File: src/rtl/acc_job_ctrl.sv
// Job controller: accepts a job length, sums doubled samples, returns one result.
// Build option: define ACC_JOB_CTRL_SAT_EN to clamp the sum on overflow instead of wrapping.
module acc_job_ctrl #(
    parameter int ACC_W = 15
) (
    input  logic             clk,
    input  logic             rst,
    input  logic             start_valid,
    output logic             start_ready,
    input  logic [4:0]       start_len,
    input  logic             abort,
    input  logic             in_valid,
    output logic             in_ready,
    input  logic [9:0]       in_num,
    output logic             res_valid,
    input  logic             res_ready,
    output logic [ACC_W-1:0] res_data,
    output logic             res_ovf,
    output logic             busy
);

    localparam logic [1:0] IDLE = 2'd0;
    localparam logic [1:0] RUN  = 2'd1;
    localparam logic [1:0] DONE = 2'd2;

    logic [1:0]       state;
    logic [ACC_W-1:0] acc;
    logic [4:0]       cnt;
    logic             ovf;
    logic             armed;
    logic [ACC_W:0]   sum;
    logic             start_hs;

    // One spare bit catches the carry of a single step.
    assign sum = {1'b0, acc} + {{(ACC_W-10){1'b0}}, in_num, 1'b0};
    assign start_hs = start_valid & start_ready;

    always_ff @(posedge clk or posedge rst) begin
        if (rst) begin
            state <= IDLE;
            acc   <= '0;
            cnt   <= '0;
            ovf   <= 1'b0;
            armed <= 1'b0;
        end else begin
            armed <= 1'b1;
            case (state)
                IDLE: begin
                    if (start_hs) begin
                        acc   <= '0;
                        ovf   <= 1'b0;
                        cnt   <= start_len;
                        state <= (start_len != 5'd0) ? RUN : DONE;
                    end
                end
                RUN: begin
                    if (abort) begin
                        state <= IDLE;
                    end else if (in_valid) begin
`ifdef ACC_JOB_CTRL_SAT_EN
                        acc <= sum[ACC_W] ? '1 : sum[ACC_W-1:0];
`else
                        acc <= sum[ACC_W-1:0];
`endif
                        ovf <= ovf | sum[ACC_W];
                        cnt <= cnt - 5'd1;
                        if (cnt == 5'd1) state <= DONE;
                    end
                end
                DONE: begin
                    if (res_ready) state <= IDLE;
                end
                default: state <= IDLE;
            endcase
        end
    end

    // start_ready stays low until the first edge after reset release.
    assign start_ready = (state == IDLE) & armed;
    assign in_ready    = (state == RUN) & ~abort;
    assign res_valid   = (state == DONE);
    assign res_data    = res_valid ? acc : '0;
    assign res_ovf     = res_valid & ovf;
    assign busy        = (state != IDLE);

endmodule

File: config.mk
export PLATFORM = sky130hd
export DESIGN_NAME = acc_job_ctrl
export DESIGN_NICKNAME = d
export VERILOG_FILES = /design/src/rtl/acc_job_ctrl.sv
export SDC_FILE = /design/constraint.sdc
export NUM_CORES = 1
export LEC_CHECK = 0
export CAP_MARGIN = 5
export CORE_MARGIN = 1
export CORE_UTILIZATION = 45
export DETAILED_ROUTE_END_ITERATION = 8
export GPL_ROUTABILITY_DRIVEN = 0
export PLACE_DENSITY = 0.87
export SYNTH_ARGS = -nofsm -noshare
export SYNTH_HDL_FRONTEND = slang
export SYNTH_SLANG_ARGS = --single-unit
File: constraint.sdc
create_clock -name clk -period 1.79 [get_ports clk]
set_input_delay 0.537 -clock clk [delete_from_list [all_inputs] [get_ports clk]]
set_output_delay 0.537 -clock clk [all_outputs]
set_load 0.02 [all_outputs]
==> run_1/layer_met3.png <==
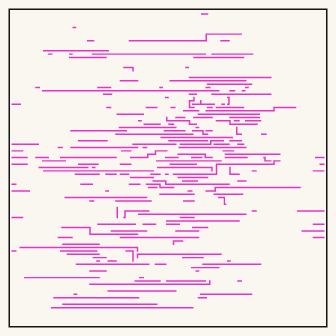
wire length on this layer: 1,110 microns
longest straight run: 35.9 microns

==> run_1/io_placement.png <==
Pins as bars across the die edge, other pins in grey.
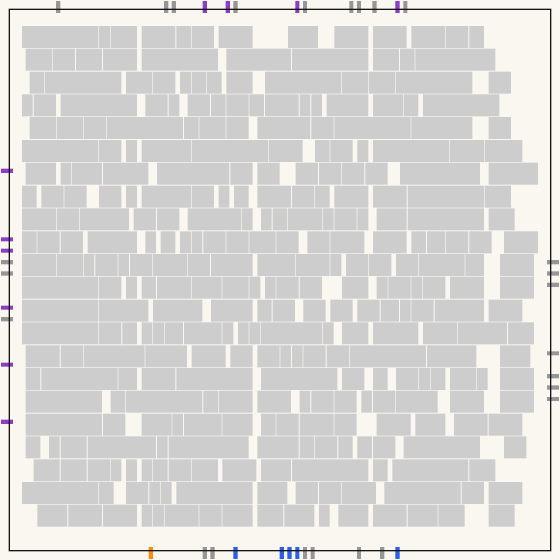
| colour | port | pins | direction | edge |
|---|---|---|---|---|
| orange | rst | 1 | input | bottom |
| purple | in_num | 10 | input | 6 left, 4 top |
| blue | start_len | 5 | input | bottom |
all pins by edge: 13 top, 12 bottom, 9 left, 7 right

==> flow_metrics.env, run 1 <==
# implementation run metrics
export IMPL_n_sequential_cell=23
export IMPL_synthXorXnorAreaFrac=0.0150
export IMPL_rows=22
export IMPL_top_cell="nor2_1"
export IMPL_sh_seq_area=0.174
export IMPL_setup_ws_ps=-421
export IMPL_wl_met1_mm=3.44
export IMPL_hold_depth=2
export IMPL_cp_top_family="AND-OR/OR-AND gates"
export IMPL_post_drt_via_cell_ratio=6.91
export IMPL_cts_tree="yes"
export IMPL_root_buffer="clkbuf_8"
export IMPL_track_usage=0.378
export IMPL_lay_top_count="buf_4"
export IMPL_status="finished with violations"
export IMPL_antenna_left=0
export IMPL_diodes=0
export IMPL_min_to="ovf"
export IMPL_non_clock_inverter_count=11
export IMPL_totalPowerFinal_uw=3980
export IMPL_pin_count=41
export IMPL_start_kind="flip-flop"
export IMPL_violations="setup timing"
export IMPL_chip_area_sq_um=4150
export IMPL_combPwrFrac=0.690
export IMPL_vdd_drop_max_mv=0.840
export IMPL_yosysSeqAreaShare=0.328
export IMPL_seq_power_uw=875
export IMPL_crit_arrival_ps=2340
export IMPL_ys_cells=210
export IMPL_tns_ps=-3630
export IMPL_cts_resized=176
export IMPL_drt_first_pass_iters=6
export IMPL_clk_pin_slew_worst_paths_ps=90
export IMPL_p_clk_frac=0.090
export IMPL_grt_max_degree=24
export IMPL_wl_mm=9.68
export IMPL_slew_violations=0
export IMPL_syn_avg_cell_area_sq_um=8.35
export IMPL_syn_instance_count=210
export IMPL_synthesis_area_sq_um=1750
export IMPL_fin_util=0.899
export IMPL_top_cells_by_count="nor2_1 (27), dfrtp_1 (23), nand2_1 (20), and2_1 (13), nand3_1 (13)"
export IMPL_crit_path_end="acc[11]"
export IMPL_mostFrequentLayoutCells="buf_4 (65), buf_6 (30), dfrtp_1 (21)"
export IMPL_crit_buf_inv=2
export IMPL_ys_flop_type="dfrtp_1"
export IMPL_openroad_warnings=30
export IMPL_grt_pass1_vias=2227
export IMPL_reg2reg_to="acc[11]"
export IMPL_top_usage_layer="met2"
export IMPL_max_freq_mhz=452
export IMPL_pre_cts_ws_ps=-789
export IMPL_met3_length_mm=1.11
export IMPL_simple_gate_share=0.292
export IMPL_placed_cells=340
export IMPL_logic_area_sq_um=1600
export IMPL_setup_viol=28
export IMPL_edf_count=0
export IMPL_seq_area_sq_um=578
export IMPL_cp_depth=9
export IMPL_postPlaceCellArea_sq_um=2630
export IMPL_die_size_y_microns=64.4
export IMPL_clock_cell_area_share=0.0140
export IMPL_drc=0
export IMPL_endpoint_kind="flip-flop"
export IMPL_p_switching_uw=1830
export IMPL_overflow=0
export IMPL_numSynthFlops=23
export IMPL_r2r_start="acc[1]"
export IMPL_maxSlewHeadroom=0.662
export IMPL_largest_area_cell="dfrtp_1"
export IMPL_die_w_microns=64.4
export IMPL_multi_input_comb_cells=169
export IMPL_critical_path_class="reg2reg"
export IMPL_muxShareOfSynthArea=0.00571
export IMPL_maxUsedRoutingLayer="met4"
export IMPL_tightest_slew_ps=502
==> run_1/cell_density.png <==
The die is cut into 6 by 6 equal tiles; white is low, dark blue is high, 0 to 100% covered.
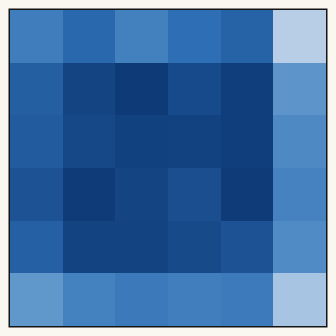
tiles over 75% full: 64%
fullest tile: 96%
mean over tiles: 78%

==> run_1/placement.png <==
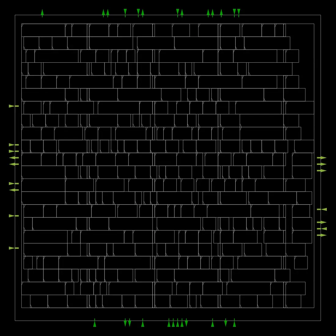
Core Region: 3690 sq um
Layout Cells excl Fill: 370

==> run 2, diff against run 1 <==
--- a/config.mk
+++ b/config.mk
@@ -6,7 +6,7 @@
 export NUM_CORES = 1
 export LEC_CHECK = 0
 export CAP_MARGIN = 5
-export CORE_MARGIN = 1
+export CORE_MARGIN = 3
 export CORE_UTILIZATION = 45
 export DETAILED_ROUTE_END_ITERATION = 8
 export GPL_ROUTABILITY_DRIVEN = 0
==> run_2/layer_met3.png <==
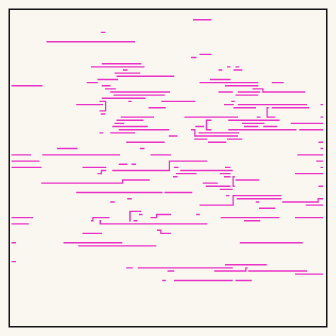
wire length on this layer: 771 microns
share of all routed wire: 8.7%
longest straight run: 23.0 microns

==> run_2/clk_routes.png <==
Scale bar: 20 microns.
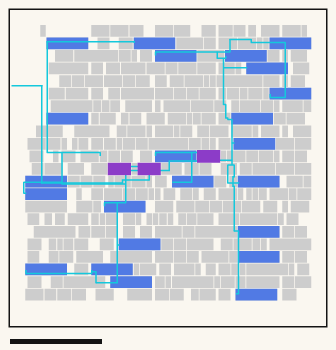
[blue] flip-flops | count: 23
[cyan] clock wires | length: 381 microns
[purple] clock drivers | count: 3
routed clock nets: 4
flops lie: widely spread
worst-case clock skew: 6.22 ps
Clk. pwr: 360 uW

==> run_2/placement.png <==
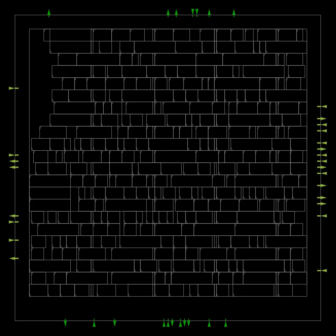
Cell Rows: 22
Layout Cells excl Fill: 368
Core Region: 3720 sq um

==> run 2 against run 1 <==
The run still ends with setup timing left. Maximum frequency grew 8.6%. Synthesized cell count is the same. Clock skew grew 4.8 ps. Sequential share of layout area is essentially flat. Critical endpoint unchanged.
==> flow_metrics.env, run 2 <==
# implementation run metrics
export IMPL_status="finished with violations"
export IMPL_violations="setup timing"
export IMPL_synthXorXnorAreaFrac=0.0150
export IMPL_yosysSeqAreaShare=0.328
export IMPL_pre_cts_ws_ps=-794
export IMPL_vdd_drop_max_mv=0.801
export IMPL_finalHoldViolCount=0
export IMPL_synth_distinct_cells=48
export IMPL_hold_depth=2
export IMPL_multi_input_comb_cells=169
export IMPL_cpMaxStageDelayCell="dfrtp_1"
export IMPL_seq_power_uw=881
export IMPL_grt_pass1_vias=2312
export IMPL_p_clk_frac=0.098
export IMPL_wl_mm=8.89
export IMPL_r2r_start="acc[1]"
export IMPL_clk_pin_slew_worst_paths_ps=100
export IMPL_setup_ws_ps=-246
export IMPL_grt_pass1_wl_mm=11.2
export IMPL_non_clock_inverter_count=11
export IMPL_chip_area_sq_um=4680
export IMPL_combPwrFrac=0.664
export IMPL_root_buffer="clkbuf_8"
export IMPL_simple_gate_share=0.292
export IMPL_maxCapViolations=0
export IMPL_cts_sinks=23
export IMPL_comb_share=0.479
export IMPL_slew_violations=0
export IMPL_placed_cells=339
export IMPL_cts_resized=164
export IMPL_antenna_left=0
export IMPL_min_to="acc[8]"
export IMPL_fin_util=0.886
export IMPL_reg2reg_to="acc[11]"
export IMPL_ff2ff_setup_slack_ps=-250
export IMPL_diodes=0
export IMPL_lay_top_count="buf_4"
export IMPL_edf_count=0
export IMPL_mostFrequentLayoutCells="buf_4 (65), buf_6 (28), dfrtp_1 (23)"
export IMPL_drc=0
export IMPL_p_switching_uw=1660
export IMPL_crit_buf_inv=1
export IMPL_vias=2425
export IMPL_postPlaceCellArea_sq_um=2620
export IMPL_syn2layout_area_growth_pct=87.9
export IMPL_grt_max_degree=24
export IMPL_muxShareOfSynthArea=0.00571
export IMPL_tns_ps=-3780
export IMPL_cts_tree="yes"
export IMPL_cts_setup_buffers=17
export IMPL_setup_viol=35
export IMPL_overflow=0
export IMPL_die_w_microns=68.4
export IMPL_holdWs_ps=582
export IMPL_max_freq_mhz=491
export IMPL_top_cells_by_count="nor2_1 (27), dfrtp_1 (23), nand2_1 (20), and2_1 (13), nand3_1 (13)"
export IMPL_ys_flop_type="dfrtp_1"
export IMPL_p_leak_uw=0.00148
export IMPL_p_seq_frac=0.239
export IMPL_fp_nets=244
export IMPL_synthesis_area_sq_um=1750
export IMPL_start_kind="flip-flop"
export IMPL_syn_instance_count=210
export IMPL_clock_cell_area_share=0.0141
export IMPL_hold_path_class="reg2reg"
export IMPL_syn_avg_cell_area_sq_um=8.35
export IMPL_seq_area_sq_um=576
export IMPL_critical_path_class="reg2reg"
export IMPL_cp_slowest_stage_delay_ps=390
export IMPL_synth_top_area_share=0.328
export IMPL_cp_top_family="AND-OR/OR-AND gates"
export IMPL_die_size_y_microns=68.4
export IMPL_ys_cells=210
export IMPL_crit_arrival_ps=2180
export IMPL_sh_seq_area=0.175
export IMPL_maxUsedRoutingLayer="met4"
export IMPL_largest_area_cell="dfrtp_1"
export IMPL_globalRouteMet3Util=0.0624
export IMPL_numSynthFlops=23
export IMPL_top_usage_layer="met2"
export IMPL_openroad_warnings=30
export IMPL_logic_area_sq_um=1580
export IMPL_synth_compound_area_share=0.211
export IMPL_fillCellCount=154
export IMPL_wl_met1_mm=3.38
export IMPL_totalPowerFinal_uw=3690
export IMPL_top_cell="nor2_1"
export IMPL_pin_count=41
export IMPL_drt_first_pass_iters=5
export IMPL_track_usage=0.320
export IMPL_met3_length_microns=771
export IMPL_rsz0062_at_grt="yes"
export IMPL_post_drt_via_cell_ratio=6.59
export IMPL_cp_depth=8
export IMPL_n_sequential_cell=23
export IMPL_antenna_found_initial=0
export IMPL_internal_power_uw=2030
export IMPL_endpoint_kind="flip-flop"
export IMPL_crit_path_end="acc[11]"
Power is estimated from default activity; no workload was simulated.
